<file path="config.mk">
export PLATFORM = sky130hd
export DESIGN_NAME = cola_dispense_sched
export DESIGN_NICKNAME = d
export VERILOG_FILES = /design/src/rtl/cola_dispense_sched.sv
export SDC_FILE = /design/constraint.sdc
export NUM_CORES = 1
export LEC_CHECK = 0
export CAP_MARGIN = 15
export CORE_ASPECT_RATIO = 1.4
export CORE_MARGIN = 1.5
export CORE_UTILIZATION = 35
export DETAILED_ROUTE_END_ITERATION = 7
export PLACE_DENSITY = 0.65
export REMOVE_ABC_BUFFERS = 1
export SLEW_MARGIN = 20
export SYNTH_ARGS = -nofsm -noshare
export SYNTH_HDL_FRONTEND = slang
export SYNTH_SLANG_ARGS = --single-unit
</file>
<file path="constraint.sdc">
create_clock -name sys_clk -period 1.65 [get_ports sys_clk]
set_clock_uncertainty 0.05 [all_clocks]
set_input_delay 0.33 -clock sys_clk [delete_from_list [all_inputs] [get_ports sys_clk]]
set_output_delay 0.33 -clock sys_clk [all_outputs]
set_load 0.02 [all_outputs]
</file>
<file path="src/rtl/cola_dispense_sched.sv">
// Dispense scheduler: queues vend pulses and serialises them onto the single
// motor with drop-sensor confirmation, timeout retry, cool-down and fault latch.
module cola_dispense_sched #(
  parameter int PEND_W    = 2,
  parameter int MOTOR_CYC = 4,
  parameter int DROP_TMO  = 8,
  parameter int COOL_CYC  = 2,
  parameter int RETRY_MAX = 1
) (
  input  logic              sys_clk,
  input  logic              sys_rst_n,
  input  logic              vend_req,
  input  logic              drop_sensor,
  input  logic              stock_empty,
  input  logic              fault_clr,
  output logic              motor_en,
  output logic              dispense_done,
  output logic              fault,
  output logic              busy,
  output logic              req_drop,
  output logic [PEND_W-1:0] pend_cnt
);

  localparam int TMR_MAX = (MOTOR_CYC > DROP_TMO) ?
                           ((MOTOR_CYC > COOL_CYC) ? MOTOR_CYC : COOL_CYC) :
                           ((DROP_TMO  > COOL_CYC) ? DROP_TMO  : COOL_CYC);
  localparam int TMR_W = $clog2(TMR_MAX + 1);
  localparam int RTY_W = (RETRY_MAX > 0) ? $clog2(RETRY_MAX + 1) : 1;
  localparam logic [PEND_W-1:0] PEND_MAX = '1;

  typedef enum logic [2:0] {
    S_IDLE,
    S_MOTOR,
    S_WAIT_DROP,
    S_COOL,
    S_FAULT
  } state_t;

  state_t           state, state_nxt;
  logic [TMR_W-1:0] timer, timer_nxt;
  logic [RTY_W-1:0] retry_cnt, retry_nxt;
  logic [PEND_W-1:0] pend_nxt;
  logic             done_nxt;
  logic             deq, discard, enq;

  // A dequeue frees a slot at the same edge, so a full queue can still accept.
  assign deq     = (state == S_IDLE) && (pend_cnt != '0) && !stock_empty;
  assign discard = vend_req && ((state == S_FAULT) || ((pend_cnt == PEND_MAX) && !deq));
  assign enq     = vend_req && !discard;

  always_comb begin
    // NOTE: every comb output gets a default first so no path infers a latch.
    state_nxt = state;
    timer_nxt = timer;
    retry_nxt = retry_cnt;
    done_nxt  = 1'b0;
    pend_nxt  = pend_cnt;

    if (enq && !deq)      pend_nxt = pend_cnt + 1'b1;
    else if (deq && !enq) pend_nxt = pend_cnt - 1'b1;

    unique case (state)
      S_IDLE: begin
        if (deq) begin
          state_nxt = S_MOTOR;
          timer_nxt = '0;
          retry_nxt = '0;
        end
      end
      S_MOTOR: begin
        if (timer == TMR_W'(MOTOR_CYC - 1)) begin
          state_nxt = S_WAIT_DROP;
          timer_nxt = '0;
        end else begin
          timer_nxt = timer + 1'b1;
        end
      end
      S_WAIT_DROP: begin
        if (drop_sensor) begin
          state_nxt = S_COOL;
          timer_nxt = '0;
          done_nxt  = 1'b1;
        end else if (timer == TMR_W'(DROP_TMO - 1)) begin
          timer_nxt = '0;
          if (retry_cnt < RTY_W'(RETRY_MAX)) begin
            state_nxt = S_MOTOR;
            retry_nxt = retry_cnt + 1'b1;
          end else begin
            state_nxt = S_FAULT;
          end
        end else begin
          timer_nxt = timer + 1'b1;
        end
      end
      S_COOL: begin
        if (timer == TMR_W'(COOL_CYC - 1)) begin
          state_nxt = S_IDLE;
          timer_nxt = '0;
        end else begin
          timer_nxt = timer + 1'b1;
        end
      end
      S_FAULT: begin
        // Clearing the fault forfeits every queued coin.
        if (fault_clr) begin
          state_nxt = S_IDLE;
          pend_nxt  = '0;
        end
      end
      default: state_nxt = S_IDLE;
    endcase
  end

  // NOTE: asynchronous reset with non-blocking assignments for all state; the
  // motor drive decodes from state, so it drops the instant reset asserts.
  always_ff @(posedge sys_clk or negedge sys_rst_n) begin
    if (!sys_rst_n) begin
      state         <= S_IDLE;
      timer         <= '0;
      retry_cnt     <= '0;
      pend_cnt      <= '0;
      dispense_done <= 1'b0;
      req_drop      <= 1'b0;
    end else begin
      state         <= state_nxt;
      timer         <= timer_nxt;
      retry_cnt     <= retry_nxt;
      pend_cnt      <= pend_nxt;
      dispense_done <= done_nxt;
      req_drop      <= discard;
    end
  end

  assign motor_en = (state == S_MOTOR);
  assign fault    = (state == S_FAULT);
  assign busy     = (state != S_IDLE);

endmodule

</file>
Cell area per tile:
Bar = 10 um. 9 x 12 tiles, from dark blue (low) to red (high), 0 to 100% covered.
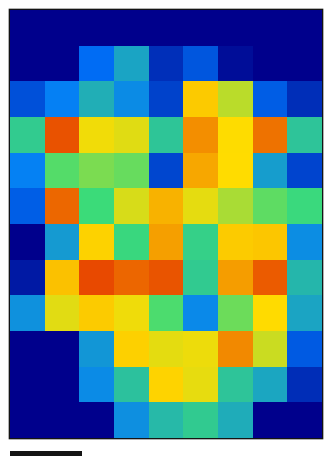
The densest ninth of the die: centre. The emptiest ninth of the die: south-west. 21% of the tiles are nearly empty. The mean over all tiles is 41%. 21% of the tiles are over 75% full.
post-layout util: 50.5%
fp_density: 37.1%

Met2 routing:
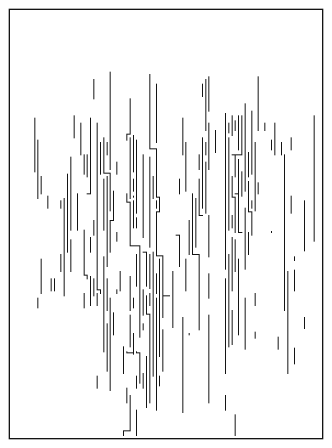
The wires run mostly vertical. The layer carries 969 um of wire.
final WL: 1.83 mm
Vias: 750
met2 usage: 29.2%

M1 wires:
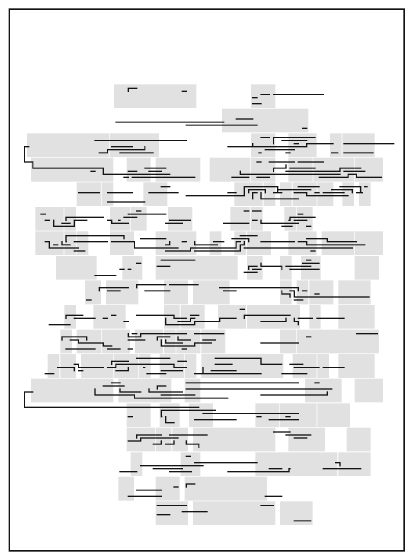
111 nets have wire on it. The wires run mostly horizontal. The longest straight run is 19.3 um.
global routing met1 resource utilization: 16.0%

Cell sizes after repair:
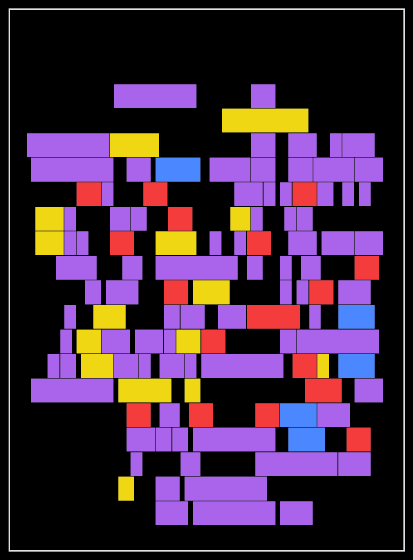
Key: drive 1 or less = purple [cells 80, share 68%, most used dfrtp_1]; drive 2 = yellow [cells 15, share 13%]; drive 6 and up = blue [cells 5, share 4.3%, most used buf_6]; drive 3 to 4 = red [cells 17, share 15%, most used buf_4]
Final Cell Area: 1100 um2
area grow syn2layout: 36.1%
number of non-clock buffers: 27

==> out/metrics.csv <==
metric;value;unit
grt_max_degree;13;
mappedNetlistArea;808;um2
drtIter0Drc;10;
dieArea;2610;um2
rsz0062_at_grt;yes;
syn_inst;89;
yosysWarnings;0;
max_stage_delay;0.41;ns
core_area;2180;um2
routed-wl-met2;968;um
yosys.area.top_type;dfrtp_1;
cp_max_fo;4;
simple_gate_area_share;22.0;%
place.gp.congestion;0.886;
die_h;59.9;um
postPlaceCellArea;1030;um2
syn_avg_cell_area;9.08;um2
critPathTopFamily;flip-flops;
ys_types;39;
detail-route-antenna-nets;0;
mux_share;2.63;%
reg2reg_depth;8;
fin_nets;128;
vias_per_cell;5.40;
endpoint;fault;
slew_viol_final;0;
met3_usage;2.42;%
grt_pass1_wl;3.03;mm
fin_crit;1.64;ns
r2r_start;pend_cnt[0];
postCtsResizedCells;13;
setup_viol;0;
worstPathRequired;1.27;ns
hold_viol_final;0;
reg_top3;timer x4, state x3, pend_cnt x2;
r2r_end;timer[2];
io_pins;13;
cts-root-buf;clkbuf_4;
fin_crit_sh;99.3;%
comb-power;1.18;mW
synth.area.top_cells;dfrtp_1 37%, ha_1 6.2%, nand2_1 4.2%, inv_1 3.7%, nor2_1 3.7%;
fin_cells;139;
worstPathCellList;or3b_4, inv_2, buf_6;
dpl.hpwl;1.34;mm
top_cells_by_count;12 x dfrtp_1, 9 x nand2_1, 8 x inv_1, 8 x nor2_1;
cts_max_level;1;
largest_register_ff_count;4;
grt_busiest_layer;met2;
highest_layer;met4;
clkSinkCount;12;
row_count;20;
fin_ws;0.0121;ns
top_cell_area_share;37.2;%
max_freq;611;MHz
ff_type;dfrtp_1;
setup-tns-final;0;ns
p_seq;498;uW
p_sw_share;41.5;%
edf_count;0;
synthXorXnorAreaFrac;3.25;%
synth_seq_share;37.2;%
outcome;finished, final reports clean;
endpoint_kind;primary output;
critPathLaunchType;flop;
path_buffers;2;
maxPowerGroup;combinational cells;
detail_route.first_pass.iterations;4;
cts_buffers;3;
io_buffers;12;
cts.path.max_buffers;2;
dp.cells;132;
cts_tree;yes;
grt_pass1_vias;736;
tool_warnings;28;
crit_type;flop to primary output;
pwr-share-clk;12.6;%
drc;0;
dr_wl_met3;72;um
cp_slowest_cell;dfrtp_1;
p_per_area;1740;nW/um2
ys_chip_area;808;um2
leakagePower;0.531;nW
synth_flops;12;
antennaDiodeCount;0;
drive_above_1_share;31.6;%
regMostFlops;timer;
ys_cells;89;
powerClk;242;uW
ir_worst_vdd;0.000798;V
cts_setup_buffers;0;
critPathArrivalTime;1.26;ns
seqPwrFrac;26.0;%
wl_per_cell;13.2;um
wl_met1;751;um
fill_cells;211;
regArea;302;um2
antenna_found_initial;0;
synthTopLogicFamily;AND-OR/OR-AND gates;
power.total;1.92;mW
cts_hold_buffers;0;
dp_slack;-0.124;ns
r2r_slack;0.08;ns
slew_headroom;80.2;%
synth-async-reset-ratio;100;%
## cells in the final DEF, fill, tap and decap left out, types with 2 or more instances in the layout
cell type / count
a21boi_1: 3
a21oi_1: 2
buf_2: 2
buf_4: 12
buf_6: 4
clkbuf_4: 3
clkdlybuf4s50_1: 7
dfrtp_1: 11
dlygate4sd2_1: 2
ha_1: 3
inv_1: 7
nand2_1: 9
nand2b_1: 3
nand3_1: 2
nor2_1: 8
o211ai_1: 2
o21ai_0: 4
o21ai_2: 2
xnor2_1: 3
## layout make-up
cell class	count	area share, %
repair buffers	27	21.2
flip-flops and latches	12	27.4
well taps	22	2.50
clock buffers	4	3.30
multi-input cells	66	42.9
inverters	8	2.73
Power and IR drop assume default switching activity.
